[src/rtl/uart_pkg.sv]
// Shared UART definitions: state encodings, legal format bounds,
// and the idle line level.
package uart_pkg;

  typedef logic [2:0] state_t;

  localparam state_t S_IDLE   = 3'd0;
  localparam state_t S_START  = 3'd1;
  localparam state_t S_DATA   = 3'd2;
  localparam state_t S_PARITY = 3'd3;
  localparam state_t S_STOP   = 3'd4;

  localparam int DATA_BITS_MIN = 5;
  localparam int DATA_BITS_MAX = 9;
  localparam int STOP_BITS_MIN = 1;
  localparam int STOP_BITS_MAX = 2;

  localparam logic IDLE_LEVEL = 1'b1;

endpackage

[src/rtl/uart_bit_timer.sv]
// Bit-period counter: wraps at CLKS_PER_BIT-1 and strobes bit_end
// on that count; held at zero while clear is high.
module uart_bit_timer #(
  parameter int CLKS_PER_BIT = 16
) (
  input  logic clk,
  input  logic reset,
  input  logic clear,
  output logic bit_end
);

  localparam int CW = $clog2(CLKS_PER_BIT);
  localparam logic [CW-1:0] LAST = CW'(CLKS_PER_BIT - 1);

  logic [CW-1:0] count;

  always_ff @(posedge clk) begin
    if (reset || clear) begin
      count <= '0;
    end else if (count == LAST) begin
      count <= '0;
    end else begin
      count <= count + 1'b1;
    end
  end

  assign bit_end = !clear && (count == LAST);

endmodule

[src/rtl/uart_tx_engine.sv]
// Parametrised UART transmitter (start, data LSB first, stop bits).
// Optional parity bit is compiled in with macro UART_TX_PARITY_EN.
module uart_tx_engine
  import uart_pkg::*;
#(
  parameter int DATA_BITS    = 8,
  parameter int STOP_BITS    = 1,
  parameter int CLKS_PER_BIT = 16,
  parameter int PARITY_ODD   = 0
) (
  input  logic                 clk,
  input  logic                 reset,
  input  logic [DATA_BITS-1:0] tx_data,
  input  logic                 tx_valid,
  output logic                 tx_ready,
  output logic                 tx_serial,
  output logic                 tx_busy,
  output logic                 tx_done,
  output logic [2:0]           current_state
);

  localparam int IW = $clog2(DATA_BITS);
  localparam logic [IW-1:0] LAST_BIT = IW'(DATA_BITS - 1);
  localparam logic LAST_STOP = 1'(STOP_BITS - 1);

  if (DATA_BITS < DATA_BITS_MIN || DATA_BITS > DATA_BITS_MAX ||
      STOP_BITS < STOP_BITS_MIN || STOP_BITS > STOP_BITS_MAX ||
      CLKS_PER_BIT < 2 || PARITY_ODD < 0 || PARITY_ODD > 1)
  begin : g_bad_cfg
    $error("uart_tx_engine: illegal parameter set");
  end

  state_t               state;
  logic [DATA_BITS-1:0] shreg;
  logic [IW-1:0]        bit_idx;
  logic                 stop_cnt;
  logic                 bit_end;
  logic                 timer_clear;

  assign timer_clear = (state == S_IDLE);

  uart_bit_timer #(
    .CLKS_PER_BIT(CLKS_PER_BIT)
  ) u_timer (
    .clk    (clk),
    .reset  (reset),
    .clear  (timer_clear),
    .bit_end(bit_end)
  );

`ifdef UART_TX_PARITY_EN
  logic parity;

  always_ff @(posedge clk) begin
    if (reset) begin
      parity <= 1'b0;
    end else if (state == S_IDLE && tx_valid) begin
      parity <= (^tx_data) ^ 1'(PARITY_ODD);
    end
  end
`endif

  always_ff @(posedge clk) begin
    if (reset) begin
      state     <= S_IDLE;
      shreg     <= '0;
      bit_idx   <= '0;
      stop_cnt  <= 1'b0;
      tx_serial <= IDLE_LEVEL;
      tx_done   <= 1'b0;
    end else begin
      tx_done <= 1'b0;
      unique case (state)
        S_IDLE: begin
          if (tx_valid) begin
            shreg     <= tx_data;
            tx_serial <= ~IDLE_LEVEL;
            state     <= S_START;
          end
        end
        S_START: begin
          if (bit_end) begin
            tx_serial <= shreg[0];
            bit_idx   <= '0;
            state     <= S_DATA;
          end
        end
        S_DATA: begin
          if (bit_end) begin
            shreg <= shreg >> 1;
            if (bit_idx == LAST_BIT) begin
`ifdef UART_TX_PARITY_EN
              tx_serial <= parity;
              state     <= S_PARITY;
`else
              tx_serial <= IDLE_LEVEL;
              stop_cnt  <= 1'b0;
              state     <= S_STOP;
`endif
            end else begin
              // next bit is already at position 1 before the shift lands
              tx_serial <= shreg[1];
              bit_idx   <= bit_idx + 1'b1;
            end
          end
        end
`ifdef UART_TX_PARITY_EN
        S_PARITY: begin
          if (bit_end) begin
            tx_serial <= IDLE_LEVEL;
            stop_cnt  <= 1'b0;
            state     <= S_STOP;
          end
        end
`endif
        S_STOP: begin
          if (bit_end) begin
            if (stop_cnt == LAST_STOP) begin
              tx_done <= 1'b1;
              state   <= S_IDLE;
            end else begin
              stop_cnt <= stop_cnt + 1'b1;
            end
          end
        end
        default: begin
          tx_serial <= IDLE_LEVEL;
          state     <= S_IDLE;
        end
      endcase
    end
  end

  assign tx_ready      = (state == S_IDLE);
  assign tx_busy       = (state != S_IDLE);
  assign current_state = state;

endmodule
[config.mk]
export PLATFORM = sky130hd
export DESIGN_NAME = uart_tx_engine
export DESIGN_NICKNAME = d
export VERILOG_FILES = /design/src/rtl/uart_pkg.sv /design/src/rtl/uart_bit_timer.sv /design/src/rtl/uart_tx_engine.sv
export SDC_FILE = /design/constraint.sdc
export NUM_CORES = 1
export LEC_CHECK = 0
export CORE_MARGIN = 2
export CORE_UTILIZATION = 55
export DETAILED_ROUTE_END_ITERATION = 16
export DONT_BUFFER_PORTS = 1
export MAX_ROUTING_LAYER = met4
export PLACE_DENSITY = 0.73
export SLEW_MARGIN = 20
export SYNTH_ARGS = -nofsm -noshare
export SYNTH_HDL_FRONTEND = slang
export SYNTH_SLANG_ARGS = --single-unit
export TNS_END_PERCENT = 50
[constraint.sdc]
create_clock -name clk -period 2.8 [get_ports clk]
set_input_delay 0.28 -clock clk [delete_from_list [all_inputs] [get_ports clk]]
set_output_delay 0.28 -clock clk [all_outputs]
set_load 0.02 [all_outputs]
Figure 1. Clock network drawn from the DEF.
Bar = 10 um.
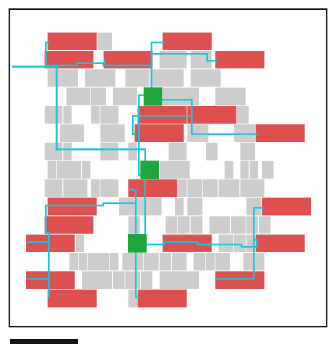
flip-flops -> red  # count 20
clock wires -> cyan  # length 221 um
cells driving clock nets -> green  # count 3
flops lie = all over the die
Clk Latency, worst-skew pair: 0.29 ns
clock network power share: 0.315
Worst Clk Skew: 0.00175 ns
power consumed by the clock network: 0.164 mW

Figure 2. Placed standard cells.
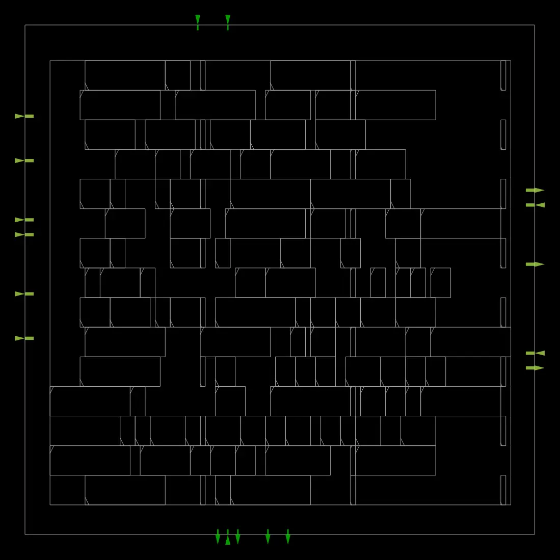
number of rows created at floorplan: 15
Seq Cell Count: 20
fin cells: 128
Filler Cell Count: 164

-- layout by cell type, fill, tap and decap left out, drive strengths merged, types with 3 or more instances in the layout --
cell / n
mux2i: 7
nor2: 14
a211oi: 7
nand2: 3
clkbuf: 4
nor3: 6
a31oi: 4
nand2b: 3
dfxtp: 20
nand3: 3
ha: 3
o21ai: 4
a22o: 3
xor2: 3
inv: 4
-- cells in the mapped netlist (all sizes together) (4+ instances only) --
cell type / n
dfxtp: 20
nor2: 14
a211oi: 7
mux2i: 7
buf: 6
nor3: 6
a31oi: 4
inv: 4
o21ai: 4
-- power breakdown --
group / internal (mW) / switching, mW
registers: 0.297 / 0.0147
logic: 0.0219 / 0.0234
clock network: 0.0792 / 0.0848
total: 0.398 / 0.123
-- final cells by class --
type,instances,area [um^2],area share
Timing Repair Buffer,1,7.51,0.00730
Sequential cell,20,400,0.389
Tap cell,25,31.3,0.0304
Multi-Input combinational cell,74,538,0.523
Clock buffer,4,36.3,0.0353
Inverter,4,15.0,0.0146
-- path summary, 6_finish.rpt --
kind	slack [ns]	endpoint	cells past startpoint	startpoint
hold reg to reg	0.46	u_timer.count[0]	1	u_timer.count[0]
setup / recovery	0.97	tx_busy	2	current_state[0]
setup reg to reg	0.99	shreg[6]	5	current_state[1]
hold / removal	0.04	shreg[3]	1	reset
-- critical path, cell delays in order (launching register included) --
cell and delay (ns):
sky130_fd_sc_hd__dfxtp_1 0.55, sky130_fd_sc_hd__nor3_4 0.50, sky130_fd_sc_hd__inv_1 0.21
-- per-stage QoR --
step | area [um^2] | std cells | hold slack (ns)
6_report | 1030 | 128 | 0.0362
5_1_grt | 1030 | 128 | 0.0178
4_1_cts | 1030 | 128 | 0.0305
3_5_place_dp | 992 | 124 | 0.350
3_3_place_gp | 992 | 124 | 0.349
2_1_floorplan | 1010 | 106 | 0.418
-- cell families (layout without fill, tap and decap cells) --
group | Yosys count | count (layout) | share of synthesized area
flip-flops | 20 | 20 | 0.398
AND/OR/NAND/NOR | 35 | 35 | 0.195
AND-OR/OR-AND | 24 | 24 | 0.186
buffers and inverters | 12 | 9 | 0.0683
multiplexers | 8 | 8 | 0.0807
XOR/XNOR | 4 | 4 | 0.0348
adder cells (fa/ha/maj) | 3 | 3 | 0.0373
-- sequential cells by signal (all words and copies together) (netlist names) --
signal         cells
tx_done            1
shreg              8
u_timer.count      4
bit_idx            3
current_state      3
tx_serial          1
-- layer usage --
metal	routed length (um)	part of all wire	vias to the layer above	GRT usage
met5	0	0	-	-
met4	12	0.0072	0	0.0833
met3	42	0.025	2	0.0231
met2	762	0.46	11	0.266
met1	846	0.51	328	0.276
li1	-	-	374	-
==> run summary <==
The synthesis and PnR run went through. On the worst setup and hold paths after CTS, the clock-pin slew comes to 0.11 ns. The initial antenna violation count came to 0. The analysis reports a worst IR drop on VDD of 306 uV. Clock tree synthesis found a total of 20 sinks. Looking at the cell usage after synthesis, the top flip-flop cell is sky130_fd_sc_hd__dfxtp_1. For this run, design rule violations remaining after detail routing come to 0.

For this configuration, the core starts out at a cell density of 0.583. Register area share after synthesis landed at 0.398. Combined area of all synthesized cells landed at 0.00101 mm^2.

The logs give a warning total of 26. Across all setup checks in the final design, the least slack found is 0.971 ns. Per the repair_timing log after CTS, setup buffers inserted total 0. Leakage power of the design landed at 0.379 nW.

Vertical die size landed at 46.8 um. The first detailed-routing pass ran for 3 iterations. Entering global routing, the biggest net connects 18 pins. STA classifies the critical path endpoint as a primary output.

Number of placed I/O pins landed at 18. Number of nets with antenna violations after routing landed at 0. Per the OpenROAD floorplan log, the width of the die is 46.8 um. The finished layout reports a core utilization of 0.596. The cell type that accounts for the most area after synthesis is sky130_fd_sc_hd__dfxtp_1. The design draws 0.521 mW. Post-synth tally of flip-flops with integrated enable landed at 0. At the end of routability-driven placement, the weighted congestion stood at 0.753.

The via count of the first global-routing pass was 664. Synthesized netlist net count landed at 120. Note that the worst hold path type here is input port to register.

Endpoints failing hold in the final report were tallied at 0. Number of register bits inferred by synthesis landed at 20. Power density normalized to cell area landed at 506 mW/mm^2. The final timing summary puts the cycle share of the worst path at 0.653.

The stat command in Yosys gives a chip area of 0.00101 mm^2. Level count of the clock H-tree landed at 1. Note, the detailed placer reported a final HPWL of 1220 um. Per the OpenROAD floorplan log, the area of the die is 0.00219 mm^2. The flow ran to the end, and the final reports show no timing, DRC or antenna violations. Proportion of layout cells with a drive suffix above 1 landed at 0.136. The tree is rooted in a sky130_fd_sc_hd__clkbuf_4. Count of max-cap constraint violations landed at 0. Number of endpoints failing setup at the final stage landed at 0. Via count of the routed design landed at 715. In the post-synthesis netlist, the biggest area contributors are sky130_fd_sc_hd__dfxtp_1, sky130_fd_sc_hd__mux2i_1, sky130_fd_sc_hd__nor2_1.

By startpoint and endpoint, the worst setup path is classified as register to primary output. Number of buffers inserted during clock tree synthesis landed at 3. Max fanout on the critical path was recorded as 14. Max-slew check failures listed in the final report amount to 0. Setup repair after global routing left no endpoint under its margin.

The Yosys step of the flow raised 0 warnings. Count of cell types in the netlist landed at 36. Core area landed at 0.00173 mm^2. Transition at the pin with the smallest max-transition slack landed at 0.693 ns.

The routed design could run at a clock period as short as 1.83 ns. Critical path data required time landed at 2.52 ns. Setup slack on the worst path after placement came out at 0.999 ns.

Worst max-slew margin expressed relative to the limit landed at 0.537. Summed over all failing endpoints, the final setup total negative slack is 0 ns. The final antenna diode tally reported by the flow is 0. Total of buffers placed on input and output ports landed at 0.

Area share of the largest cell type after synthesis landed at 0.398. Post-synthesis cell count from yosys landed at 106. A synthesized cell averages 9.50 um^2.

Area growth from synthesis to layout landed at 2.11%. Per the CTS log, the buffer count on the longest clock path is 2. Total routing usage reported by global routing landed at 0.191. TritonCTS built the clock tree. Number of buffers inserted by hold repair at cts landed at 0.

Quantity of gates resized following cts landed at 0. Per the detail_route report, vias per standard cell equal 5.59. For this run, the top clock speed supported by timing is 547 MHz.

For this run the aggregate overflow at the end of global routing stands at 0. The script logs the mean routed wire length per placed instance as 13.0 um. The synthesized netlist handed to floorplanning was reported with a cell count of 106. Data arrival time at the worst-slack endpoint landed at 1.55 ns.

The net count of the finished layout is 118. Detailed-route iteration 0 reported a violation count of 13. STA classifies the critical path startpoint as a register. In the post-route report, total wirelength is listed as 1660 um. First-pass GRT wire length landed at 2900 um. Fraction of synthesis flops using an asynchronous set or reset pin landed at 0.
Power figures rest on the tool's default switching activity, not on a simulated workload.
